--- config.mk ---
export PLATFORM = sky130hd
export DESIGN_NAME = featuremap_pad_writer_flat
export DESIGN_NICKNAME = d
export VERILOG_FILES = /design/src/rtl/featuremap_pkg.sv /design/src/rtl/featuremap_pad_writer_if.sv /design/src/rtl/pad_raster_counter.sv /design/src/rtl/featuremap_pad_writer.sv /design/src/flat_wrapper.sv
export SDC_FILE = /design/constraint.sdc
export NUM_CORES = 1
export LEC_CHECK = 0
export ABC_AREA = 1
export CAP_MARGIN = 20
export CORE_AREA = 2 2 77 79
export CTS_CLUSTER_DIAMETER = 30
export DETAILED_ROUTE_END_ITERATION = 16
export DIE_AREA = 0 0 79 81
export GPL_TIMING_DRIVEN = 0
export PLACE_DENSITY = 0.75
export SYNTH_ARGS = -nofsm -noshare
export SYNTH_HDL_FRONTEND = slang
export SYNTH_HIERARCHICAL = 1
export SYNTH_SLANG_ARGS = --single-unit
--- constraint.sdc ---
create_clock -name clk -period 1.5 [get_ports clk]
set_input_delay 0.225 -clock clk [delete_from_list [all_inputs] [get_ports clk]]
set_output_delay 0.225 -clock clk [all_outputs]
set_load 0.01 [all_outputs]
--- src/rtl/featuremap_pkg.sv ---
// Shared types and helpers for the feature-map pad writer.
// Border insertion is enabled by defining FEATUREMAP_PAD_BORDER_EN.
package featuremap_pkg;

  typedef enum logic [1:0] {
    IDLE = 2'd0,
    RUN  = 2'd1,
    DONE = 2'd2
  } state_t;

  localparam int PAD = 1;

`ifdef FEATUREMAP_PAD_BORDER_EN
  localparam bit BORDER_EN = 1'b1;
`else
  localparam bit BORDER_EN = 1'b0;
`endif

  function automatic int pad_dim(input int d);
    return BORDER_EN ? d + 2 * PAD : d;
  endfunction

endpackage

--- src/rtl/featuremap_pad_writer_if.sv ---
// Pixel-in / FIFO-write handshake bundle of the pad writer.
// master = stream source + FIFO side, slave = pad writer.
interface featuremap_pad_writer_if #(
  parameter int DATA_WIDTH = 32
);
  logic                  valid_in;
  logic [DATA_WIDTH-1:0] data_in;
  logic                  ready_out;
  logic                  fifo_full;
  logic                  wrreq;
  logic [DATA_WIDTH-1:0] data_out;

  modport master (
    output valid_in,
    output data_in,
    output fifo_full,
    input  ready_out,
    input  wrreq,
    input  data_out
  );

  modport slave (
    input  valid_in,
    input  data_in,
    input  fifo_full,
    output ready_out,
    output wrreq,
    output data_out
  );
endinterface

--- src/rtl/pad_raster_counter.sv ---
// Raster row/col position over the (optionally padded) frame.
// Flags border positions and the final position of the frame.
module pad_raster_counter
  import featuremap_pkg::*;
#(
  parameter int WIDTH  = 56,
  parameter int HEIGHT = 56
) (
  input  logic clk,
  input  logic rst,
  input  logic clr,
  input  logic adv,
  output logic border,
  output logic last
);
  localparam int PW = pad_dim(WIDTH);
  localparam int PH = pad_dim(HEIGHT);
  localparam int CW = $clog2(WIDTH + 2);
  localparam int RW = $clog2(HEIGHT + 2);

  logic [CW-1:0] col;
  logic [RW-1:0] row;
  logic          col_last;
  logic          row_last;

  assign col_last = (col == CW'(PW - 1));
  assign row_last = (row == RW'(PH - 1));
  assign last     = col_last && row_last;

  assign border = BORDER_EN &&
                  ((row == '0) || row_last ||
                   (col == '0) || col_last);

  always_ff @(posedge clk or negedge rst) begin
    if (!rst) begin
      row <= '0;
      col <= '0;
    end else if (clr) begin
      row <= '0;
      col <= '0;
    end else if (adv) begin
      if (last) begin
        row <= '0;
        col <= '0;
      end else if (col_last) begin
        col <= '0;
        row <= row + 1'b1;
      end else begin
        col <= col + 1'b1;
      end
    end
  end

endmodule

--- src/rtl/featuremap_pad_writer.sv ---
// Zero-border inserter feeding one conv2D channel FIFO.
// Border is only inserted when FEATUREMAP_PAD_BORDER_EN is defined.
module featuremap_pad_writer
  import featuremap_pkg::*;
#(
  parameter int DATA_WIDTH = 32,
  parameter int WIDTH      = 56,
  parameter int HEIGHT     = 56
) (
  input  logic                    clk,
  input  logic                    rst,
  input  logic                    start,
  featuremap_pad_writer_if.slave  bus,
  output logic                    busy,
  output logic                    frame_done
);
  state_t state;
  state_t state_nx;

  logic                  run;
  logic                  clr;
  logic                  border;
  logic                  last;
  logic                  emit;
  logic                  ready;
  logic                  wrreq_q;
  logic [DATA_WIDTH-1:0] word;
  logic [DATA_WIDTH-1:0] data_q;

  pad_raster_counter #(
    .WIDTH  (WIDTH),
    .HEIGHT (HEIGHT)
  ) u_cnt (
    .clk    (clk),
    .rst    (rst),
    .clr    (clr),
    .adv    (emit),
    .border (border),
    .last   (last)
  );

  always_ff @(posedge clk or negedge rst) begin
    if (!rst) state <= IDLE;
    else      state <= state_nx;
  end

  always_comb begin
    state_nx = state;
    unique case (state)
      IDLE:    if (start) state_nx = RUN;
      RUN:     if (emit && last) state_nx = DONE;
      DONE:    state_nx = IDLE;
      default: state_nx = IDLE;
    endcase
  end

  always_comb begin
    run        = (state == RUN);
    clr        = (state != RUN);
    busy       = (state != IDLE);
    frame_done = (state == DONE);
    // fifo_full is almost-full, so one registered write may still land
    ready      = run && !border && !bus.fifo_full;
    emit       = run && !bus.fifo_full &&
                 (border || bus.valid_in);
    word       = border ? '0 : bus.data_in;
  end

  always_ff @(posedge clk or negedge rst) begin
    if (!rst) begin
      wrreq_q <= 1'b0;
      data_q  <= '0;
    end else begin
      wrreq_q <= emit;
      if (emit) data_q <= word;
    end
  end

  assign bus.ready_out = ready;
  assign bus.wrreq     = wrreq_q;
  assign bus.data_out  = data_q;

endmodule
--- src/flat_wrapper.sv ---
// flat-port wrapper written by rule: the top's interface ports become plain ports
module featuremap_pad_writer_flat import featuremap_pkg::*;
#(
  parameter int DATA_WIDTH = 32,
  parameter int WIDTH      = 56,
  parameter int HEIGHT     = 56
)
  (clk, rst, start, busy, frame_done, bus_valid_in, bus_data_in, bus_fifo_full, bus_ready_out, bus_wrreq, bus_data_out);
  featuremap_pad_writer_if #(.DATA_WIDTH(DATA_WIDTH)) bus_i ();
  input  logic clk;
  input  logic rst;
  input  logic start;
  output logic busy;
  output logic frame_done;
  input wire logic [$bits(bus_i.valid_in)-1:0] bus_valid_in;
  input wire logic [$bits(bus_i.data_in)-1:0] bus_data_in;
  input wire logic [$bits(bus_i.fifo_full)-1:0] bus_fifo_full;
  output wire logic [$bits(bus_i.ready_out)-1:0] bus_ready_out;
  output wire logic [$bits(bus_i.wrreq)-1:0] bus_wrreq;
  output wire logic [$bits(bus_i.data_out)-1:0] bus_data_out;
  assign bus_i.valid_in = bus_valid_in;
  assign bus_i.data_in = bus_data_in;
  assign bus_i.fifo_full = bus_fifo_full;
  assign bus_ready_out = bus_i.ready_out;
  assign bus_wrreq = bus_i.wrreq;
  assign bus_data_out = bus_i.data_out;
  featuremap_pad_writer #(.DATA_WIDTH(DATA_WIDTH), .WIDTH(WIDTH), .HEIGHT(HEIGHT)) u_core (.clk(clk), .rst(rst), .start(start), .bus(bus_i), .busy(busy), .frame_done(frame_done));
endmodule
==> results_slide.txt, run 1 <==
Run Summary

Synth
  – Number of register bits inferred by synthesis: 47
  – Seq/Total Area, Yosys: about half
  – Largest cells by area: sky130_fd_sc_hd__dfrtp_1 51%, sky130_fd_sc_hd__nand2_1 14%, sky130_fd_sc_hd__o21ai_2 11%
  – Number of standard cells after synthesis: 255
  – Proportion of synthesized area in mux cells: 0%
  – XOR/XNOR Area Share: under 10%
  – Cell taking the most area after synthesis: sky130_fd_sc_hd__dfrtp_1
  – Top non-seq family: simple AND/OR/NAND/NOR gates
  – Nets in the synthesized netlist: 294
  – Async set-reset flop share out of synthesis: 100%
  – Simple-gate share of the synthesized area: ~25%
  – Count of different cell masters after synthesis: 28
  – Most repeated cell in the gate-level netlist after synthesis: sky130_fd_sc_hd__nand2_1

Critical path
  – Peak per-stage delay on the critical path: approximately 400 ps
  – WP data required: approximately 1700 ps
  – Worst path cell trace: clkdlybuf4s50_1 -> or2_1 -> nand2_2 -> clkbuf_16 -> clkinv_8 -> nor2_4 -> inv_1 -> nand3_1 -> xor2_1 -> nor2_1
  – Critical path launch point: bus_valid_in
  – Crit Reg-Reg Endpoint: u_core/u_cnt/col[4]
  – Destination of the critical timing path: u_core/u_cnt/col[4]
  – Setup crit end kind: register
  – Worst reg2reg setup slack: 40 ps
  – Critical path arrival: roughly 1700 ps
  – Worst Path Max Fanout: 4
  – Path length in cells of the critical path: 10

Power
  – Worst vdd ir: about 0.85 mV
  – Fraction of power spent switching nets: around 27%
  – Proportion of power drawn by combinational gates: a little over a quarter
  – Net switching component of the power: a little under 1 mW
  – Relative contribution of the clock network to total power: between 20 and 30%
  – Comb power: around 0.96 mW
  – Power group with the largest share: registers
  – Power per cell area: roughly 1100 nW/um^2
  – Share of total power in sequential cells: 43.3%
  – Internal power of the cells: around 2.6 mW

Cells and area
  – Fraction of area in registers: 34.9%
  – Logic share of the area: between 20% and 30%
  – Comb. cell area: ~950 um^2
  – Largest area class, layout: registers
  – Highest-count cells in the layout ignoring fill and taps: 87 x sky130_fd_sc_hd__nand2_1, 68 x sky130_fd_sc_hd__clkdlybuf4s50_1, 46 x sky130_fd_sc_hd__dfrtp_1
  – Clock tree buffer count of the final layout: 6
  – Most frequent standard cell in the layout excluding fill and tap cells: sky130_fd_sc_hd__nand2_1
  – Relative area of clock buffers and inverters in the final design: approximately 3.9%
  – Fin area: ~3400 um^2
  – Number of multi-input combinational cells in the layout: around 180
  – Non-clock inverter total of the final layout: 22
  – Seq. cell area: 1180 um^2

Detailed routing
  – Met3 wire length: ~340 um
  – Drt first-iter violations: around 95
  – First-pass iteration count of the detailed router: 4
  – Via-per-instance ratio: between 4 and 5
  – M1 WL: between 2 and 2.5 mm
  – Top Metal Used: met4
  – Drc violations: 0
  – Wire length per cell after detailed routing: roughly 12 um
  – Routed length on met2: between 2 and 3 mm

GRT
  – Largest net degree at the start of global routing: 36
  – Global-route wire length before repair: slightly below 9 mm
  – Met2 Track Usage GR: between 30% and 40%
  – Met1 Use GR: a little over a fifth
  – Congestion Overflow GR: 0

Die
  – Die Ht: about 81 um
  – Die ar.: approximately 6400 um^2

Status
  – Outcome: complete, no violations

Final timing
  – Final setup violation count: 0
  – Worst setup slack after layout: between 10 and 15 ps
  – Worst hold slack: around 340 ps
  – Skew final: roughly 7.1 ps
  – FMAX: 672 MHz

Clock network
  – Buffer cell driving the clock tree root: sky130_fd_sc_hd__clkbuf_8
  – Clk ins delay skew pair: 290 ps
  – Clock-pin slew on the worst setup and hold paths: around 90 ps

Job
  – Reported max-cap violation count: 0

Place
  – Setup slack at placement: -494 ps
  – Input/output buffers: 72
Figure 1. Logic cells by family (run 1).
Drawn at 3 px/um.
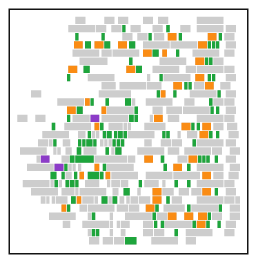
legend:
  purple:
    family: xor and xnor cells
    cells: 3
    most_used: xor2_1
  green:
    family: nand cells
    cells: 111
    most_used: nand2_1
  orange:
    family: aoi and oai cells
    cells: 40
    most_used: o21ai_2

Figure 2. The clock network (run 1).
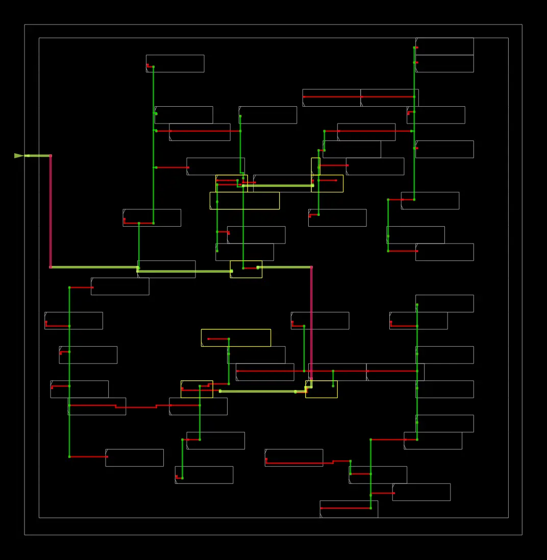
CTS buffer count: 5
count of clock tree sinks: 47

Figure 3. Metal 3 (run 1).
Drawn at 6 px/um.
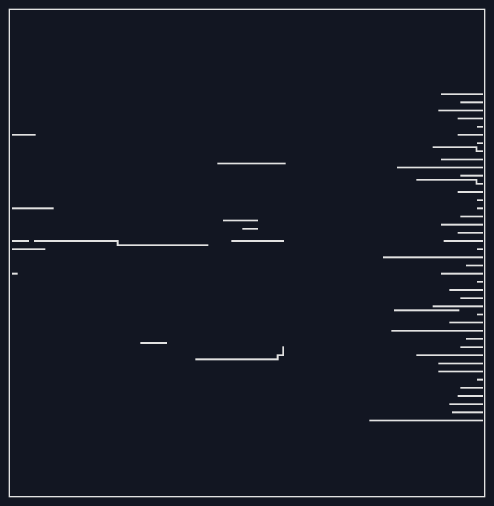
longest straight run: 18.6 um
share of all routed wire: 6.4%
met3 usage in global routing: 4.22%
total vias in the final route: 1962

Figure 4. Routed metal, one colour a layer (run 1).
Drawn at 3 px/um.
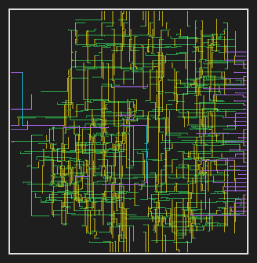

==> run 1 -> run 2 <==
Settings changed: CORE_AREA 2 2 77 79 to 2 2 76 78, DIE_AREA 0 0 79 81 to 0 0 78 80, GPL_TIMING_DRIVEN 0 to unset, PLACE_DENSITY 0.75 to 0.73, SYNTH_HIERARCHICAL 1 to unset.
Figure 5. Routed metal, one colour a layer (run 2).
Drawn at 3 px/um.
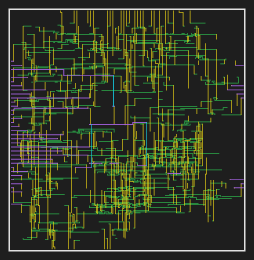
legend:
  green:
    layer: metal 1
    wire_length: 2100 um
  purple:
    layer: metal 3
    wire_length: 351 um
  yellow:
    layer: metal 2
    wire_length: 2220 um
  cyan:
    layer: metal 4
    wire_length: 38.8 um

Figure 6. Logic cells by family (run 2).
Drawn at 3 px/um.
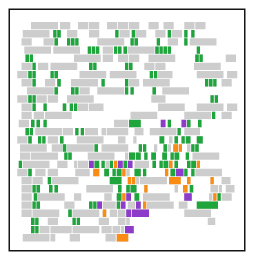
legend:
  orange:
    family: nor cells
    cells: 20
    most_used: nor2_1
  green:
    family: nand cells
    cells: 149
    most_used: nand2_1
    where: spread over the die
  purple:
    family: aoi and oai cells
    cells: 14
    most_used: a21oi_1
    where: south

==> results_slide.txt, run 2 <==
Run Summary

Critical path
  – Critical path arrival: 1210 ps (was 1680 ps)
  – WP data required: 1270 ps (was 1690 ps)
  – Critical path launch point: u_core.bus.data_out[23] (was bus_valid_in)
  – Destination of the critical timing path: bus_data_out[23] (was u_core/u_cnt/col[4])
  – Peak per-stage delay on the critical path: 550 ps (was 400 ps)
  – Path length in cells of the critical path: 1 (was 10)
  – Worst Path Max Fanout: 2 (was 4)
  – Worst path cell trace: clkdlybuf4s50_1 (was clkdlybuf4s50_1 -> or2_1 -> nand2_2 -> clkbuf_16 -> clkinv_8 -> nor2_4 -> inv_1 -> nand3_1 -> xor2_1 -> nor2_1)

Detailed routing
  – M1 WL: 2.10 mm (was 2.33 mm)
  – Via-per-instance ratio: 4.55 (was 4.67)
  – Met3 wire length: 350 um (was 335 um)

Synth
  – Simple-gate share of the synthesized area: 32.9% (was 24.5%)
  – Cell taking the most area after synthesis: sky130_fd_sc_hd__dfrtp_1 (unchanged)
  – Seq/Total Area, Yosys: 56.5% (was 51.3%)
  – Count of different cell masters after synthesis: 24 (was 28)
  – Async set-reset flop share out of synthesis: 100% (unchanged)

Final timing
  – Worst setup slack after layout: 63.3 ps (was 11.5 ps)
  – FMAX: 696 MHz (was 672 MHz)
  – Final setup violation count: 0 (unchanged)

Power
  – Proportion of power drawn by combinational gates: 24.6% (was 26.9%)
  – Net switching component of the power: 0.886 mW (was 0.964 mW)
  – Worst vdd ir: 0.604 mV (was 0.849 mV)
  – Comb power: 0.771 mW (was 0.961 mW)
  – Power per cell area: 1010 nW/um^2 (was 1060 nW/um^2)
  – Fraction of power spent switching nets: 28.3% (was 27.0%)
  – Share of total power in sequential cells: 49.9% (was 43.3%)

Status
  – Outcome: complete, no violations (unchanged)

Place
  – Setup slack at placement: -79.0 ps (was -494 ps)
  – Input/output buffers: 72 (unchanged)

Cells and area
  – Logic share of the area: 26.8% (was 28.2%)
  – Highest-count cells in the layout ignoring fill and taps: 128 x sky130_fd_sc_hd__nand2_1, 67 x sky130_fd_sc_hd__clkdlybuf4s50_1, 47 x sky130_fd_sc_hd__dfrtp_1 (was 87 x sky130_fd_sc_hd__nand2_1, 68 x sky130_fd_sc_hd__clkdlybuf4s50_1, 46 x sky130_fd_sc_hd__dfrtp_1)
  – Relative area of clock buffers and inverters in the final design: 3.07% (was 3.93%)
  – Fraction of area in registers: 37.9% (was 34.9%)
  – Number of multi-input combinational cells in the layout: 185 (was 175)

Die
  – Die ar.: 6240 um^2 (was 6400 um^2)
  – Die Ht: 80 um (was 81 um)

Clock network
  – Clk ins delay skew pair: 300 ps (was 290 ps)
  – Count of clock tree sinks: 47 (unchanged)

GRT
  – Largest net degree at the start of global routing: 48 (was 36)
  – Global-route wire length before repair: 8.11 mm (was 8.70 mm)

Job
  – Reported max-cap violation count: 0 (unchanged)
Figure 7. Metal 3 (run 2).
Drawn at 6 px/um.
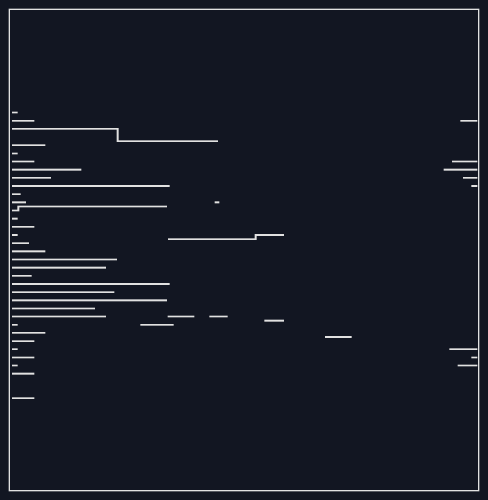
wire length on this layer: 351 um
nets with wire on the layer: 45
share of all routed wire: 7.5%
total vias in the final route: 1880
final routed wirelength across all metal layers: 4.70 mm
met3 usage in global routing: 5.43%

Figure 8. Clock network drawn from the DEF (run 2).
Drawn at 6 px/um.
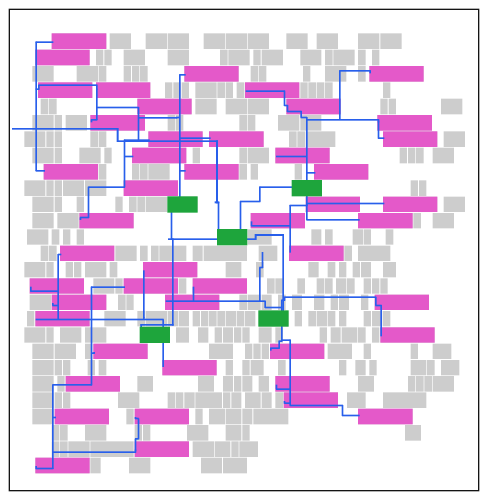

==> run 2 -> run 3 <==
Settings changed: CORE_AREA 2 2 76 78 to 2 2 69 71, DIE_AREA 0 0 78 80 to 0 0 71 73, PLACE_DENSITY 0.73 to 0.83, SLEW_MARGIN set to 40.
Clock period 1.5 ns to 1.9 ns, I/O delays scaled along.
Figure 9. Clock network drawn from the DEF (run 3).
Drawn at 6 px/um.
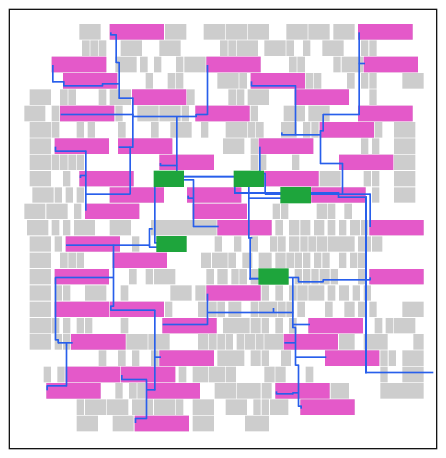
legend:
  green:
    item: clock drivers
    count: 5
  magenta:
    item: flip-flops
    count: 47
  blue:
    item: clock wires
    length: 532 um
flops lie: spread over the die
skew final: 9.18 ps
Clk. pwr: 0.735 mW
relative contribution of the clock network to total power: 28.8%
clk ins delay skew pair: 290 ps

Figure 10. The clock network (run 3).
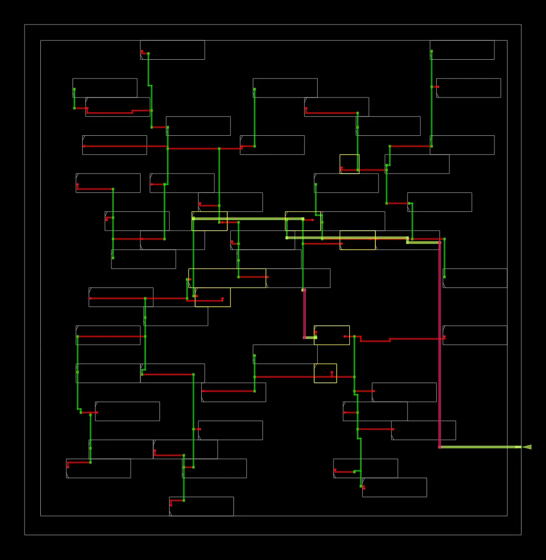
clock tree buffer count of the final layout: 5
flop count: 47

Figure 11. Routed metal, one colour a layer (run 3).
Drawn at 4 px/um.
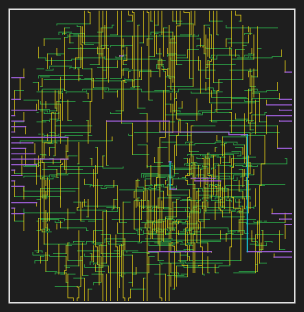
legend:
  cyan:
    layer: metal 4
    wire_length: 36.0 um
  yellow:
    layer: metal 2
    wire_length: 2320 um
  purple:
    layer: metal 3
    wire_length: 205 um
  green:
    layer: metal 1
    wire_length: 1990 um
total vias in the final route: 1834
Overall Global Routing Usage: 18.2%

==> results_slide.txt, run 3 <==
Run Summary

Cells and area
  – Comb. cell area: 792 um^2 (was 831 um^2)
  – Logic share of the area: 26.5% (was 26.8%)
  – Fin area: 2990 um^2 (was 3100 um^2)
  – Most frequent standard cell in the layout excluding fill and tap cells: sky130_fd_sc_hd__nand2_1 (unchanged)
  – Number of multi-input combinational cells in the layout: 185 (unchanged)
  – Largest area class, layout: registers (unchanged)
  – Fraction of area in registers: 39.4% (was 37.9%)
  – Non-clock inverter total of the final layout: 16 (unchanged)

Power
  – Power per cell area: 854 nW/um^2 (was 1010 nW/um^2)
  – Share of total power in sequential cells: 48.7% (was 49.9%)
  – Proportion of power drawn by combinational gates: 22.5% (was 24.6%)
  – Fraction of power spent switching nets: 27.6% (was 28.3%)
  – Net switching component of the power: 0.704 mW (was 0.886 mW)
  – Internal power of the cells: 1.85 mW (was 2.25 mW)
  – Comb power: 0.573 mW (was 0.771 mW)

Critical path
  – Crit Reg-Reg Endpoint: u_core.u_cnt.row[5] (unchanged)
  – Destination of the critical timing path: busy (was bus_data_out[23])
  – Worst Path Max Fanout: 3 (was 2)
  – Worst path cell trace: nor2_1 -> inv_1 -> clkdlybuf4s50_1 (was clkdlybuf4s50_1)
  – Path length in cells of the critical path: 3 (was 1)
  – Critical path arrival: 1360 ps (was 1210 ps)
  – Critical path launch point: u_core.state[0] (was u_core.bus.data_out[23])

Clock network
  – CTS buffer count: 5 (unchanged)
  – Count of clock tree sinks: 47 (unchanged)
  – Buffer cell driving the clock tree root: sky130_fd_sc_hd__clkbuf_8 (unchanged)

GRT
  – Congestion Overflow GR: 0 (unchanged)
  – Met2 Track Usage GR: 32.6% (was 27.0%)
  – Global-route wire length before repair: 7.63 mm (was 8.11 mm)
  – Met3 usage in global routing: 3.45% (was 5.43%)

Final timing
  – Worst setup slack after layout: 259 ps (was 63.3 ps)
  – FMAX: ~610 MHz

Synth
  – Nets in the synthesized netlist: 293 (unchanged)
  – Simple-gate share of the synthesized area: 32.9% (unchanged)
  – Async set-reset flop share out of synthesis: 100% (unchanged)
  – Count of different cell masters after synthesis: 24 (unchanged)
  – Largest cells by area: sky130_fd_sc_hd__dfrtp_1 56%, sky130_fd_sc_hd__nand2_1 24%, sky130_fd_sc_hd__nand3_1 3.4% (unchanged)
  – Number of standard cells after synthesis: 254 (unchanged)
  – Top non-seq family: simple AND/OR/NAND/NOR gates (unchanged)
  – Cell taking the most area after synthesis: sky130_fd_sc_hd__dfrtp_1 (unchanged)
  – XOR/XNOR Area Share: 0% (unchanged)
  – Seq/Total Area, Yosys: 56.5% (unchanged)
  – Number of register bits inferred by synthesis: 47 (unchanged)

Job
  – Reported max-cap violation count: 0 (unchanged)

Detailed routing
  – M1 WL: 1.99 mm (was 2.10 mm)
  – Drt first-iter violations: 86 (was 81)
  – Final routed wirelength across all metal layers: 4.55 mm (was 4.70 mm)
  – Drc violations: 0 (unchanged)
  – Wire length per cell after detailed routing: 11.8 um (was 11.4 um)
  – Routed length on met2: 2.32 mm (was 2.22 mm)
  – Met3 wire length: 204 um (was 350 um)
  – Top Metal Used: met4 (unchanged)

Die
  – Die ar.: 5180 um^2 (was 6240 um^2)
  – Die Ht: 73 um (was 80 um)

Status
  – Outcome: complete, no violations (unchanged)
No activity file was given, so power comes from the tool's default toggle rates.
